## src/rtl/cpu_mem_pkg.sv

```systemverilog
// Shared definitions for the load/store unit: access sizes, FSM states,
// lane width and small address helpers.
package cpu_mem_pkg;

    // Width of one byte lane in the memory word.
    localparam int BYTE_W = 8;

    // Access size encodings as they arrive on req_size.
    typedef enum logic [1:0] {
        SZ_BYTE = 2'b00,
        SZ_HALF = 2'b01,
        SZ_WORD = 2'b10,
        SZ_BAD  = 2'b11
    } size_e;

    // Control FSM states.
    typedef enum logic [1:0] {
        IDLE  = 2'b00,
        LOAD  = 2'b01,
        MERGE = 2'b10
    } state_e;

    // A halfword must sit on an even address, a word on a multiple of four.
    function automatic logic isMisaligned(input size_e size, input logic [1:0] addrLo);
        logic mis;
        mis = 1'b0;
        case (size)
            SZ_HALF: mis = addrLo[0];
            SZ_WORD: mis = (addrLo != 2'b00);
            default: mis = 1'b0;
        endcase
        return mis;
    endfunction

    // Memory only sees whole words, so the two lane bits are always cleared.
    function automatic logic [31:0] wordAlign(input logic [31:0] addr);
        return {addr[31:2], 2'b00};
    endfunction

endpackage

```

## src/rtl/mem_lane_align.sv

```systemverilog
// Byte-lane steering between a memory word and right-justified CPU data.
// Extracts and extends the addressed lane for loads, and splices store data
// into the addressed lane of the old word for read-modify-write stores.
module mem_lane_align
    import cpu_mem_pkg::*;
(
    input  logic [1:0]  addr_lo_i,
    input  size_e       size_i,
    input  logic        signed_i,
    input  logic [31:0] rdata_i,
    input  logic [31:0] wdata_i,
    output logic [31:0] load_data_o,
    output logic [31:0] merge_data_o
);

    logic [BYTE_W-1:0]   laneByte;
    logic [2*BYTE_W-1:0] laneHalf;

    // Pick the addressed byte and halfword out of the little-endian word.
    always_comb begin
        laneByte = rdata_i[BYTE_W-1:0];
        case (addr_lo_i)
            2'd0: laneByte = rdata_i[7:0];
            2'd1: laneByte = rdata_i[15:8];
            2'd2: laneByte = rdata_i[23:16];
            2'd3: laneByte = rdata_i[31:24];
            default: laneByte = rdata_i[7:0];
        endcase
        laneHalf = addr_lo_i[1] ? rdata_i[31:16] : rdata_i[15:0];
    end

    // Extend the selected lane to 32 bits; signed_i chooses sign or zero fill.
    always_comb begin
        load_data_o = rdata_i;
        case (size_i)
            SZ_BYTE: load_data_o = {{24{signed_i & laneByte[BYTE_W-1]}}, laneByte};
            SZ_HALF: load_data_o = {{16{signed_i & laneHalf[2*BYTE_W-1]}}, laneHalf};
            default: load_data_o = rdata_i;
        endcase
    end

    // Overwrite only the addressed lane, keeping the neighbouring bytes intact.
    always_comb begin
        merge_data_o = wdata_i;
        case (size_i)
            SZ_BYTE: begin
                case (addr_lo_i)
                    2'd0: merge_data_o = {rdata_i[31:8], wdata_i[7:0]};
                    2'd1: merge_data_o = {rdata_i[31:16], wdata_i[7:0], rdata_i[7:0]};
                    2'd2: merge_data_o = {rdata_i[31:24], wdata_i[7:0], rdata_i[15:0]};
                    2'd3: merge_data_o = {wdata_i[7:0], rdata_i[23:0]};
                    default: merge_data_o = rdata_i;
                endcase
            end
            SZ_HALF: begin
                merge_data_o = addr_lo_i[1] ? {wdata_i[15:0], rdata_i[15:0]}
                                            : {rdata_i[31:16], wdata_i[15:0]};
            end
            default: merge_data_o = wdata_i;
        endcase
    end

endmodule

```

## src/rtl/mem_access_unit.sv

```systemverilog
// Load/store initiator between the execute stage and word-wide data memory.
// Word stores complete in one cycle; loads and sub-word stores take a second
// cycle to see the memory word (sub-word stores write it back merged).
// Illegal accesses are answered with an error and never reach memory.
module mem_access_unit
    import cpu_mem_pkg::*;
#(
    parameter int SIZE = 4096
) (
    input  logic        clk,
    input  logic        reset,
    input  logic        req_valid,
    output logic        req_ready,
    input  logic        req_is_store,
    input  logic [1:0]  req_size,
    input  logic        req_signed,
    input  logic [31:0] req_addr,
    input  logic [31:0] req_wdata,
    output logic        resp_valid,
    output logic [31:0] resp_rdata,
    output logic        resp_err,
    output logic [31:0] mem_read_addr,
    input  logic [31:0] mem_read_data,
    output logic        mem_write_en,
    output logic [31:0] mem_write_addr,
    output logic [31:0] mem_write_data
);

    localparam logic [31:0] SIZE_LIMIT = 32'(SIZE);

    state_e      state_q;
    logic [31:0] addr_q;
    logic [31:0] wdata_q;
    size_e       size_q;
    logic        signed_q;
    logic        respValid_q;
    logic        respErr_q;
    logic [31:0] respRdata_q;

    size_e       reqSize;
    logic        accept;
    logic        reqErr;
    logic        wordStore;
    logic [31:0] alignedAddr;
    logic [31:0] loadData;
    logic [31:0] mergeData;

    // Decode the incoming request and classify it in the accept cycle.
    always_comb begin
        reqSize   = size_e'(req_size);
        req_ready = (state_q == IDLE);
        accept    = req_valid && req_ready;
        reqErr    = (reqSize == SZ_BAD)
                 || isMisaligned(reqSize, req_addr[1:0])
                 || (req_addr >= SIZE_LIMIT);
        wordStore = accept && req_is_store && (reqSize == SZ_WORD) && !reqErr;
    end

    // Memory address comes straight from the request while accepting so the
    // read is already in flight; afterwards it comes from the captured copy.
    always_comb begin
        alignedAddr    = accept ? wordAlign(req_addr) : wordAlign(addr_q);
        mem_read_addr  = alignedAddr;
        mem_write_addr = alignedAddr;
    end

    // Write strobe: immediate for word stores, second cycle for merged stores,
    // and suppressed while reset is held so an abandoned merge never lands.
    always_comb begin
        mem_write_en   = !reset && (wordStore || (state_q == MERGE));
        mem_write_data = (state_q == MERGE) ? mergeData : req_wdata;
    end

    mem_lane_align u_lane_align (
        .addr_lo_i    (addr_q[1:0]),
        .size_i       (size_q),
        .signed_i     (signed_q),
        .rdata_i      (mem_read_data),
        .wdata_i      (wdata_q),
        .load_data_o  (loadData),
        .merge_data_o (mergeData)
    );

    // Control FSM with registered response; responses are single-cycle pulses.
    always_ff @(posedge clk) begin
        if (reset) begin
            state_q     <= IDLE;
            addr_q      <= '0;
            wdata_q     <= '0;
            size_q      <= SZ_BYTE;
            signed_q    <= 1'b0;
            respValid_q <= 1'b0;
            respErr_q   <= 1'b0;
            respRdata_q <= '0;
        end else begin
            respValid_q <= 1'b0;
            respErr_q   <= 1'b0;
            respRdata_q <= '0;
            case (state_q)
                IDLE: begin
                    if (accept) begin
                        addr_q   <= req_addr;
                        wdata_q  <= req_wdata;
                        size_q   <= reqSize;
                        signed_q <= req_signed;
                        if (reqErr) begin
                            respValid_q <= 1'b1;
                            respErr_q   <= 1'b1;
                        end else if (req_is_store && (reqSize == SZ_WORD)) begin
                            respValid_q <= 1'b1;
                        end else if (!req_is_store) begin
                            state_q <= LOAD;
                        end else begin
                            state_q <= MERGE;
                        end
                    end
                end
                LOAD: begin
                    respValid_q <= 1'b1;
                    respRdata_q <= loadData;
                    state_q     <= IDLE;
                end
                MERGE: begin
                    respValid_q <= 1'b1;
                    state_q     <= IDLE;
                end
                default: state_q <= IDLE;
            endcase
        end
    end

    assign resp_valid = respValid_q;
    assign resp_err   = respErr_q;
    assign resp_rdata = respRdata_q;

endmodule

```

## config.mk

```make
export PLATFORM = sky130hd
export DESIGN_NAME = mem_access_unit
export DESIGN_NICKNAME = d
export VERILOG_FILES = /design/src/rtl/cpu_mem_pkg.sv /design/src/rtl/mem_lane_align.sv /design/src/rtl/mem_access_unit.sv
export SDC_FILE = /design/constraint.sdc
export NUM_CORES = 1
export LEC_CHECK = 0
export ABC_AREA = 0
export CAP_MARGIN = 20
export CELL_PAD_IN_SITES_DETAIL_PLACEMENT = 0
export CELL_PAD_IN_SITES_GLOBAL_PLACEMENT = 1
export CORE_MARGIN = 3
export CORE_UTILIZATION = 35
export CTS_BUF_LIST = sky130_fd_sc_hd__clkbuf_8
export DETAILED_ROUTE_END_ITERATION = 12
export PLACE_DENSITY = 0.95
export SYNTH_ARGS = -nofsm -noshare
export SYNTH_HDL_FRONTEND = slang
export SYNTH_HIERARCHICAL = 1
export SYNTH_SLANG_ARGS = --single-unit
export TNS_END_PERCENT = 20
```

## constraint.sdc

```tcl
create_clock -name clk -period 5.75 [get_ports clk]
set_clock_uncertainty 0.15 [all_clocks]
set_input_delay 1.4375 -clock clk [delete_from_list [all_inputs] [get_ports clk]]
set_output_delay 1.4375 -clock clk [all_outputs]
set_load 0.05 [all_outputs]
```

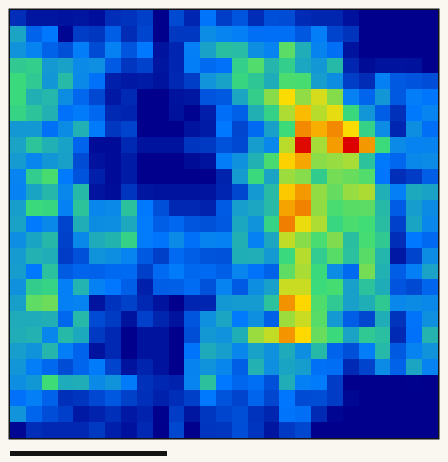
(wiring heat map)
Scale bar: 50 µm. 27 x 27 tiles, from dark blue (low) to red (high), scaled to the fullest tile. Values are wire area over tile area, all layers added.
fullest tile: 0.71
mean over tiles: 0.19
tiles over half the peak: 11%
nearly empty tiles: 9.9%
mean routed wirelength per cell: 18.2 µm
final wirelength: 20.6 mm
GRT Total Usage: 21.7%
via count: 5,881

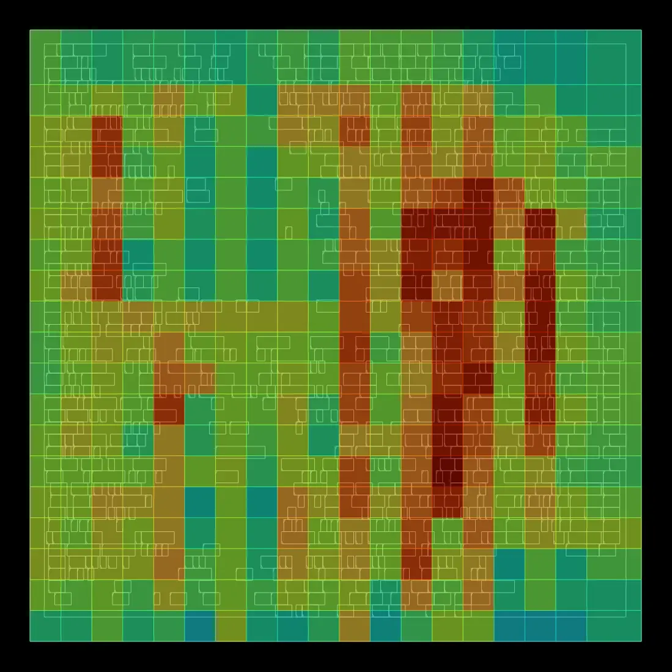
(routing congestion)
final design utilization: 50.4%
met2 usage: 36.2%

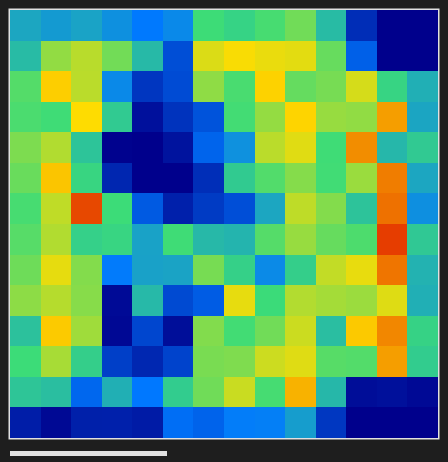
(local utilization)
Scale bar: 50 µm. 14 x 14 tiles, from dark blue (low) to red (high), 0 to 100% covered.
nearly empty tiles: 7.1%
mean over tiles: 44%
tiles over 75% full: 8.2%
densest ninth of the die: middle right
fullest tile: 93%
Pre-Place Util: 35.9%
Core Region: 16,600 µm²

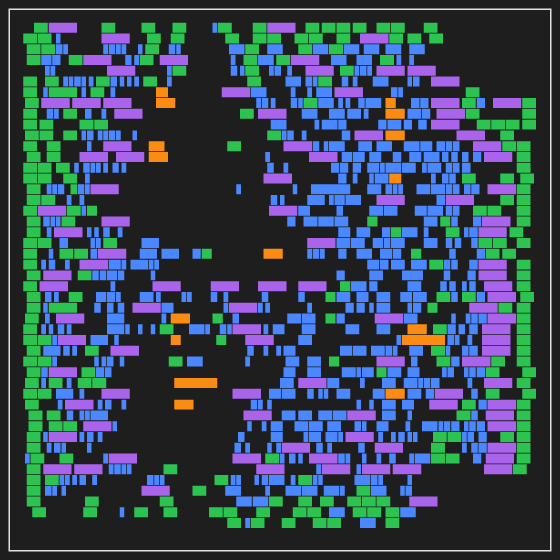
(cells coloured by class)
legend:
  purple:
    class: sequential cells
    cells: 103
    share_of_their_area: 26%
  green:
    class: remaining buffers and delay cells
    cells: 245
    share_of_their_area: 30%
  blue:
    class: remaining logic cells
    cells: 548
    share_of_their_area: 42%
  orange:
    class: clock drivers and dummy loads
    cells: 16
    share_of_their_area: 2.8%
Final Cell Area: 8360 µm²
cell row count: 47
Seq area share: 24.7%

==> ci_impl_report.md <==
### Yosys + OpenROAD results

| Metric | Value |
|---|---|
| Final GP Congestion | `0.957` |
| Aoi share | `14.1%` |
| CTS tree | `built` |
| Worst path bufs/invs | `1` |
| Max stage delay on crit path | `920 ps` |
| Inverters | `8` |
| Max-slew violations | `0` |
| Distinct lib cells used | `46` |
| Root buffer cell | `clkbuf_8` |
| Worst slack, placed | `about 630 ps` |
| Synth Flop Type | `dfxtp_1` |
| Initial antenna violation count | `0` |
| CP startpoint kind | `flop` |
| Clock-net power | `0.531 mW` |
| Cell count listed in synth_stat.txt | `741` |
| Final Hold Fails | `0` |
| P_leak | `3.39 nW` |
| DR iter-0 viols | `387` |
| Register-to-Register Setup Slack | `2920 ps` |
| Maximum number of pins on one net before global-route repair | `73` |
| P_int | `around 1.2 mW` |
| Synth Seq Share | `34.7%` |
| Latency at later pin | `around 380 ps` |
| OpenROAD warning count | `31` |
| Crit path max-delay family | `simple AND/OR/NAND/NOR gates` |
| Slew headroom | `35.4%` |
| Nets | `1,017` |
| Flip-flops with a built-in enable | `0` |
| Hold Crit Endpoint | `wdata_q[19]` |
| N_diodes | `0` |
| PortBufs | `230` |
| Required time of the critical path | `4160 ps` |
| GR Overflow Total | `0` |
| Tcrit/Tclk final | `89.7%` |
| Post-cts sizing count | `0` |
| Buffers excl. clock | `245` |
| Run status | `finished clean` |
| Worst reg2reg endpoint | `resp_rdata[23]` |
| CP Capture Type | `output port` |
| Buffer share of cell area | `29.1%` |
| CP endpoint | `mem_write_data[14]` |
| CTS H-Tree Depth | `3` |
| Global-route wire length before repair | `31.0 mm` |
| CP Depth | `5` |
| Routed Antenna Nets | `0` |
| DRC Markers | `0` |
| Post-Syn Area | `5950 µm²` |
| Share of cells above drive strength 1 | `10.3%` |
| Achievable Freq | `194 MHz` |
| Syn Area/Cell | `8.03 µm²` |
| Number of global-route vias before repair | `5,719` |
| I/O pin count | `235` |
| Top cells by area | `dfxtp_1 (35%), nand2_1 (13%), mux2_2 (9.1%)` |
| Psw | `between 0.6 and 0.7 mW` |
| Hold Path Class | `flop to flop` |
| Register share of total power | `around two fifths` |
| P_comb | `0.561 mW` |
## routing by layer
layer | global-route usage (%) | up-vias | wire length, µm
met3 | 5.59 | 39 | 1910
met1 | 26.4 | 2697 | 8530
met5 | 0 | - | 0
met4 | 9.29 | 0 | 708
met2 | 36.2 | 301 | 9460
li1 | - | 2844 | -
## cell usage after synthesis, drive strengths merged, types with 3 or more instances
cell      n
nand2   202
dfxtp   103
a21oi    72
buf      61
mux2     49
mux2i    41
and2     34
nand3    34
clkbuf   32
o221ai   16
nor2     10
o21ai     9
a221o     8
inv       8
a211o     7
a32o      7
and3      7
ha        7
nor4      5
nor2b     4
nor3      4
nand2b    3
or2       3
Power figures rest on the tool's default switching activity, not on a simulated workload.
